run_1/registers.png
Bar = 20 um. Other sequential cells in the stronger grey, the rest of the logic in the fainter grey.
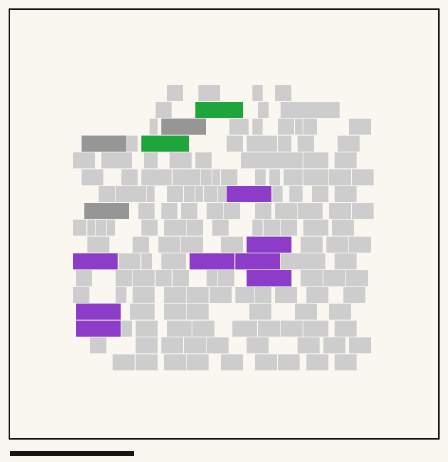
run_1/port_nets.png
Bar = 20 um.
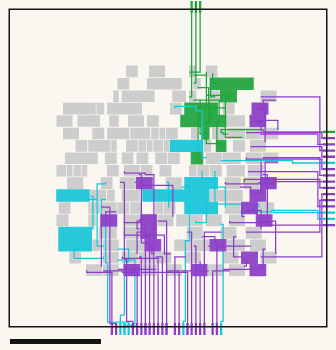
run_1/pdn.png
Bar = 20 um. Pins as bars on the die edge. Tap cells in grey.
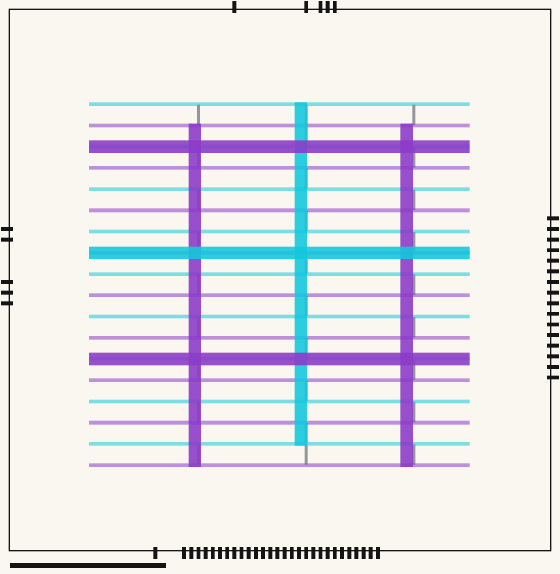
### src/rtl/tdm_mux4.sv
// rtl/tdm_mux4.sv - four-lane valid/ready collector onto one tagged, registered output stream
// Define TDM_MUX4_FIXED_PRIO_EN for lowest-index-first arbitration; default is round-robin.
module tdm_mux4 #(
    parameter int WIDTH = 8
) (
    input  logic               clk,
    input  logic               rst,
    input  logic               enable,
    input  logic [4*WIDTH-1:0] in_data,
    input  logic [3:0]         in_valid,
    output logic [3:0]         in_ready,
    output logic [WIDTH-1:0]   out_data,
    output logic [1:0]         out_sel,
    output logic               out_valid,
    input  logic               out_ready
);

    logic [WIDTH-1:0] lane [4];
    logic [WIDTH-1:0] out_data_q, out_data_d;
    logic [1:0]       out_sel_q, out_sel_d;
    logic             out_valid_q, out_valid_d;
    logic [1:0]       grant_idx;
    logic             grant_any;
    logic             slot_free;
    logic             accept;

    for (genvar i = 0; i < 4; i++) begin : g_lane
        assign lane[i] = in_data[i*WIDTH +: WIDTH];
    end

`ifdef TDM_MUX4_FIXED_PRIO_EN
    // Scan from the top down so the lowest valid lane wins.
    always_comb begin
        grant_any = 1'b0;
        grant_idx = 2'd0;
        for (int k = 3; k >= 0; k--) begin
            if (in_valid[k]) begin
                grant_any = 1'b1;
                grant_idx = 2'(k);
            end
        end
    end
`else
    logic [1:0] last_q, last_d;
    logic [1:0] cand;

    // Search starts one past the last grant; 2-bit addition provides the 3->0 wrap.
    always_comb begin
        grant_any = 1'b0;
        grant_idx = 2'd0;
        cand      = 2'd0;
        for (int k = 1; k <= 4; k++) begin
            cand = last_q + 2'(k);
            if (!grant_any && in_valid[cand]) begin
                grant_any = 1'b1;
                grant_idx = cand;
            end
        end
    end

    always_comb begin
        last_d = accept ? grant_idx : last_q;
    end

    always_ff @(posedge clk) begin
        if (rst) begin
            last_q <= 2'd3;
        end else begin
            last_q <= last_d;
        end
    end
`endif

    assign slot_free = !out_valid_q || out_ready;
    assign accept    = enable && slot_free && grant_any;
    assign in_ready  = accept ? (4'b0001 << grant_idx) : 4'b0000;

    always_comb begin
        out_valid_d = out_valid_q;
        out_data_d  = out_data_q;
        out_sel_d   = out_sel_q;
        if (accept) begin
            out_valid_d = 1'b1;
            out_data_d  = lane[grant_idx];
            out_sel_d   = grant_idx;
        end else if (out_valid_q && out_ready) begin
            out_valid_d = 1'b0;
        end
    end

    always_ff @(posedge clk) begin
        if (rst) begin
            out_valid_q <= 1'b0;
            out_data_q  <= '0;
            out_sel_q   <= 2'd0;
        end else begin
            out_valid_q <= out_valid_d;
            out_data_q  <= out_data_d;
            out_sel_q   <= out_sel_d;
        end
    end

    assign out_data  = out_data_q;
    assign out_sel   = out_sel_q;
    assign out_valid = out_valid_q;

endmodule

### config.mk
export PLATFORM = sky130hd
export DESIGN_NAME = tdm_mux4
export DESIGN_NICKNAME = d
export VERILOG_FILES = /design/src/rtl/tdm_mux4.sv
export SDC_FILE = /design/constraint.sdc
export NUM_CORES = 1
export LEC_CHECK = 0
export CORE_MARGIN = 10
export CORE_UTILIZATION = 35
export CTS_CLUSTER_DIAMETER = 80
export DETAILED_ROUTE_END_ITERATION = 12
export PLACE_DENSITY = 0.78
export SYNTH_ARGS = -nofsm -noshare
export SYNTH_HDL_FRONTEND = slang
export SYNTH_SLANG_ARGS = --single-unit
### constraint.sdc
create_clock -name clk -period 1.9 [get_ports clk]
set_input_delay 0.38 -clock clk [delete_from_list [all_inputs] [get_ports clk]]
set_output_delay 0.38 -clock clk [all_outputs]
set_load 0.02 [all_outputs]
==> flow_summary_export.csv, run 1 <==
group,metric,value,unit
outcome,status,"completed",
sta,finalClockPeriodUsage,99.9,%
worst_setup_path,worstSetupStartpointType,"register",
synth,synth.cellmix.compoundShare,14.2,%
placement,place_area,0.00150,sq mm
detailed_routing,wl_per_cell,17.5,um
placement,dpl.hpwl,2.67,mm
synth,synth_nets,129,
detailed_routing,route.detailed.drc,0,
worst_setup_path,critical_path_class,"reg2out",
worst_setup_path,cp-end-kind,"output pin",
detailed_routing,drt_iter0_drc,23,
worst_setup_path,required,1520,ps
global_route,grt_max_degree,12,
cts,clk_latency,280,ps
synth,ys_cells,89,
detailed_routing,routed_wl,3.22,mm
worst_setup_path,cp_max_fo,6,
synth,ys_warn_count,0,
die,dieArea,0.00479,sq mm
synth,synth-edff-count,0,
synth,simple_gate_area_share,20.2,%
pwr,powerDensity,575,mW/mm^2
synth,synthCells,89,
cts,cts_sinks,13,
cts,clkTransAtPathRegs,80,ps
synth,synth-async-reset-ratio,0,%
die,fp.dieW,69.2,um
pwr,leakage,0.644,nW
global_route,antenna_found_initial,0,
sta,setup_viol,0,
synth,syn_area,847,sq um
sta,fin_ws,1.85,ps
sta,tightest_slew,398,ps
global_route,grt_pass1_wl,5.13,mm
die,row_count,17,
die,fp-utilization,37.6,%
layout,nNetsFinal,197,
sta,slew_headroom,73.4,%
detailed_routing,via_per_inst,5.04,
synth,netlist_top_cells_count,"mux2i_1 (16), dfxtp_1 (13), mux2_2 (8), nand3b_1 (8), o21ai_1 (8)",
synth,syn-mean-instance-area,9.52,sq um
detailed_routing,antenna_left,0,
run,warnings,27,
cts,numCtsBuffers,3,
cts,root_buffer,"clkbuf_4",
layout,syn2layout_area_growth,85.4,%
synth,top_area_cell,"dfxtp_1",
Back to the opening pictures, registers.png:
[purple] `out_data` | placed flops: 8 | where: centre
[green] `last_q` | placed flops: 2
FF+latch area: 263 sq um
final core occ: 69.6%
fraction of area in registers: 16.7%
Seq. pwr: 0.317 mW

Back to the opening pictures, port_nets.png:
[cyan] `out_data` | bits: 8 | direction: output | edge: 5 bottom, 3 right | end cells: 8 | buffers: 8 | wire: 288 um
[purple] `in_data` | bits: 32 | direction: input | edge: 20 bottom, 12 right | end cells: 16 | buffers: 32 | wire: 880 um
[green] `in_valid` | bits: 4 | direction: input | edge: 3 top, 1 right | end cells: 9 | buffers: 6 | wire: 182 um
I/O pin cnt: 55
I/O Buffers: 54

Back to the opening pictures, pdn.png:
[cyan] VDD
[purple] VSS
signal pins: 55
met4 straps: 3
core area: 0.00225 sq mm
Die Y: 69.2 um

run 1: final cells by class:
cell class	count	area, sq um	share of cell area (%)
multi-input combinational	71	626	39.8
timing repair buffer	68	621	39.5
sequential	13	263	16.7
tap	28	35.0	2.23
clock buffer	4	26.3	1.67
run 1: sequential cells by signal, indices dropped and copies added, names as in the netlist:
register	flops
last_q	2
out_data	8
out_sel	2
out_valid	1
run 1: through the flow:
stage,cells,TNS [ps],hold slack (ps)
CTS,184,0,465
global route,184,-146,504
detailed placement,181,-6590,450
finish,184,0,459
floorplan,89,0,476
global placement,181,-5740,448
run 1: layout by cell type, fill, tap and decap left out, types with 3 or more instances in the layout:
cell type,Yosys,final
mux2i_1,16,16
clkbuf_4,0,3
o21ai_1,8,7
nor2_1,5,5
nand2b_4,0,3
clkdlybuf4s50_1,0,45
dfxtp_1,13,11
buf_4,0,18
buf_2,2,3
mux2_2,8,8
nand3b_1,8,8
a21oi_1,3,3
run 1: critical path, cell delays in order, from the launching register on:
cell	delay, ps
dfxtp_2	350
and2b_1	210
o21ai_2	170
o311ai_4	160
nor3b_2	190
buf_4	160
run 1: repair_timing:
item | in CTS | in global routing
resized | 47 | 3
hold buffers | 0 | 0
pin swaps | 6 | 2
buffers inserted | 1 | 0
cloned | 0 | 0
endpoints found under the setup margin | 13 | 4
run 1: power breakdown:
| group | internal, mW | leakage (nW) | switching [mW] | total [mW] |
|---|---|---|---|---|
| Sequential | 0.299 | 0.107 | 0.0174 | 0.317 |
| Clock | 0.0815 | 0.0150 | 0.0899 | 0.171 |
| Combinational | 0.240 | 0.523 | 0.175 | 0.415 |
| Total | 0.621 | 0.644 | 0.282 | 0.903 |
run 1: layer usage:
metal	global-route usage [%]	share of wire, %	wire length (um)
met5	0	0	0
met2	23.7	54	1740
met3	1.85	3.6	116
met4	5.99	1.8	58
met1	13.8	41	1310
run 1: path summary, 6_finish.rpt:
| kind | from | to | slack, ps | cells past startpoint |
|---|---|---|---|---|
| worst min-delay path | out_sel[1]$_SDFFE_PP0P_ | out_sel[1]$_SDFFE_PP0P_ | 460 | 2 |
| worst min register to register | out_sel[1]$_SDFFE_PP0P_ | out_sel[1]$_SDFFE_PP0P_ | 460 | 2 |
| worst max-delay path | last_q[0]$_SDFFE_PP1P_ | in_ready[1] | 2 | 5 |
| worst max register to register | last_q[1]$_SDFFE_PP1P_ | out_data[1]$_SDFFE_PP0P_ | 260 | 6 |
run 1: cell families (layout without fill, tap and decap cells):
logic type	after synthesis	in the layout
AND/OR/NAND/NOR	29	29
multiplexers	24	24
AND-OR/OR-AND	18	18
flip-flops	13	13
buffers and inverters	5	72
run_1/density.png
Bar = 20 um. The die is cut into 7 by 7 equal tiles; white is low, dark blue is high, 0 to 100% covered.
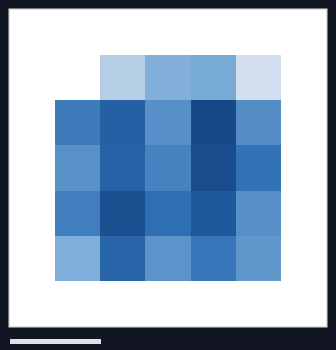

==> run 2, diff against run 1 <==
- CORE_UTILIZATION: 35 -> 54
- DONT_BUFFER_PORTS: unset -> 1
- PLACE_DENSITY: 0.78 -> 0.72
- SLEW_MARGIN: unset -> 20
- clock period: 1.9 -> 1.7 ns (I/O delays scaled with it)
run_2/density.png
Bar = 20 um. The die is cut into 12 by 12 equal tiles; white is low, dark blue is high, 0 to 100% covered.
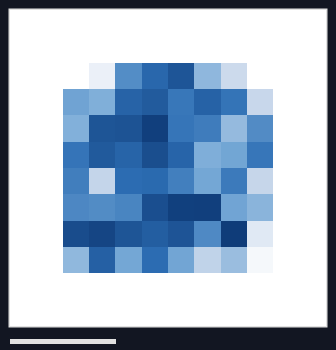
nearly empty tiles: 57%
tiles over 75% full: 17%
densest ninth of the die: centre
fp_density: 56.9%
core area: 0.00149 sq mm
final core occ: 66.7%

run_2/port_nets.png
Bar = 20 um.
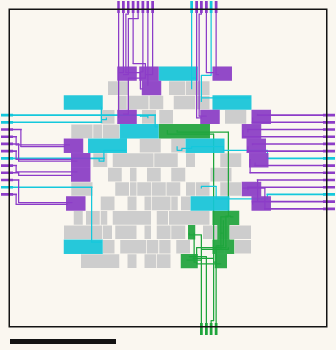
[purple] `in_data` | bits: 32 | direction: input | edge: 12 top, 12 right, 8 left | end cells: 16 | buffers: 0 | wire: 488 um
[cyan] `out_data` | bits: 8 | direction: output | edge: 4 left, 2 top, 2 right | end cells: 8 | buffers: 0 | wire: 206 um
[green] `in_valid` | bits: 4 | direction: input | edge: bottom | end cells: 9 | buffers: 0 | wire: 174 um
I/O Buffers: 0

==> flow_summary_export.csv, run 2 <==
group,metric,value,unit
cts,numCtsBuffers,3,
detailed_routing,wl_per_cell,20.2,um
global_route,antenna_found_initial,0,
worst_setup_path,cp-end-kind,"output pin",
layout,nNetsFinal,141,
synth,synth-async-reset-ratio,0,%
worst_setup_path,worstSetupStartpointType,"register",
cts,clk_latency,280,ps
pwr,powerDensity,856,mW/mm^2
synth,synth-edff-count,0,
synth,synthCells,89,
outcome,status,"finished with violations",
synth,top_area_cell,"dfxtp_1",
cts,ctsHoldBuffers,0,
worst_setup_path,cp_max_fo,5,
sta,setup_viol,4,
worst_setup_path,slowest_stage,"dfxtp_2",
detailed_routing,via_per_inst,6.21,
die,row_count,14,
sta,fin_ws,-172,ps
global_route,grt_pass1_wl,3.58,mm
sta,slew_headroom,73.7,%
detailed_routing,routed_wl,2.34,mm
sta,tightest_slew,394,ps
worst_setup_path,worst-r2r-setup-slack,80,ps
synth,netlist_top_cells_count,"mux2i_1 (16), dfxtp_1 (13), mux2_2 (8), nand3b_1 (8), o21ai_1 (8)",
worst_hold_path,hp-start,"rst",
synth,syn-mean-instance-area,9.52,sq um
placement,dpl.hpwl,1.82,mm
worst_setup_path,critical_path_class,"reg2out",
sta,finalClockPeriodUsage,110,%
detailed_routing,route.detailed.drc,0,
die,dieArea,0.00355,sq mm
layout,largest_register_ffs,8,
worst_hold_path,min_to,"out_sel[1]$_SDFFE_PP0P_",
detailed_routing,antenna_left,0,
outcome,violations,"negative setup slack",
layout,lay_top_cells,"mux2i_1 (16), dfxtp_1 (11), buf_4 (10)",
synth,ys_warn_count,0,
## run 2: cell counts after synthesis
No cell type changed its count.
## run 2: worst max path at each step
| stage | from | endpoint | slack, ps |
|---|---|---|---|
| finish | last_q[0]$_SDFFE_PP1P_ | in_ready[1] | -170 |
| global route | last_q[0]$_SDFFE_PP1P_ | in_ready[1] | -230 |
| CTS | last_q[0]$_SDFFE_PP1P_ | in_ready[1] | -120 |
| detailed placement | last_q[0]$_SDFFE_PP1P_ | out_data[5]$_SDFFE_PP0P_ | -20 |
| global placement | last_q[0]$_SDFFE_PP1P_ | out_data[5]$_SDFFE_PP0P_ | 40 |
| floorplan | in_valid[2] | in_ready[1] | -20 |
## run 2: cells by family (layout without fill, tap and decap cells)
logic type,after synthesis,count (layout),synth area share [%]
multiplexers,24,24,29.5
AND/OR/NAND/NOR,29,29,20.2
buffers and inverters,5,16,5.32
AND-OR/OR-AND,18,18,14.2
flip-flops,13,13,30.7
## run 2: stage by stage
| stage | instance area (sq um) | util [%] | total power, mW | std cells | setup TNS [ps] |
|---|---|---|---|---|---|
| 2_1_floorplan | 862 | - | 0.592 | 89 | -16.5 |
| 3_3_place_gp | 920 | 61.8 | 0.633 | 111 | 0 |
| 3_5_place_dp | 920 | 61.8 | 0.638 | 111 | -39.0 |
| 4_1_cts | 981 | 65.9 | 0.843 | 116 | -432 |
| 5_1_grt | 993 | 66.7 | 0.902 | 116 | -896 |
| 6_report | 993 | 66.7 | 0.851 | 116 | -575 |
## run 2: area by class of cell
cell class,instances,area [sq um]
Clock buffer,4,26.3
Multi-Input combinational cell,71,587
Sequential cell,13,263
Timing Repair Buffer,12,97.6
Tap cell,16,20.0
Fill cell,122,495
## run 2: report_power, final
part	leakage (nW)	switching [mW]	internal, mW	total (mW)
clock network	0.0150	0.106	0.0910	0.197
logic	0.269	0.122	0.146	0.269
registers	0.107	0.0508	0.335	0.386
## run 2: what timing repair did
action | 4_1_cts | 5_1_grt
setup endpoints to repair | 10 | 10
resized | 7 | 4
setup buffers | 1 | 1
pin swaps | 4 | 3
## run 2: layer usage
metal / vias up / share of wire, % / GRT usage [%]
met4: 0 / 1.3 / 6.41
met3: 4 / 14 / 7.94
met5: - / 0 / 0
met1: 332 / 35 / 14.1
met2: 37 / 49 / 20.1
li1: 347 / - / -
No activity file was given, so power comes from the tool's default toggle rates.
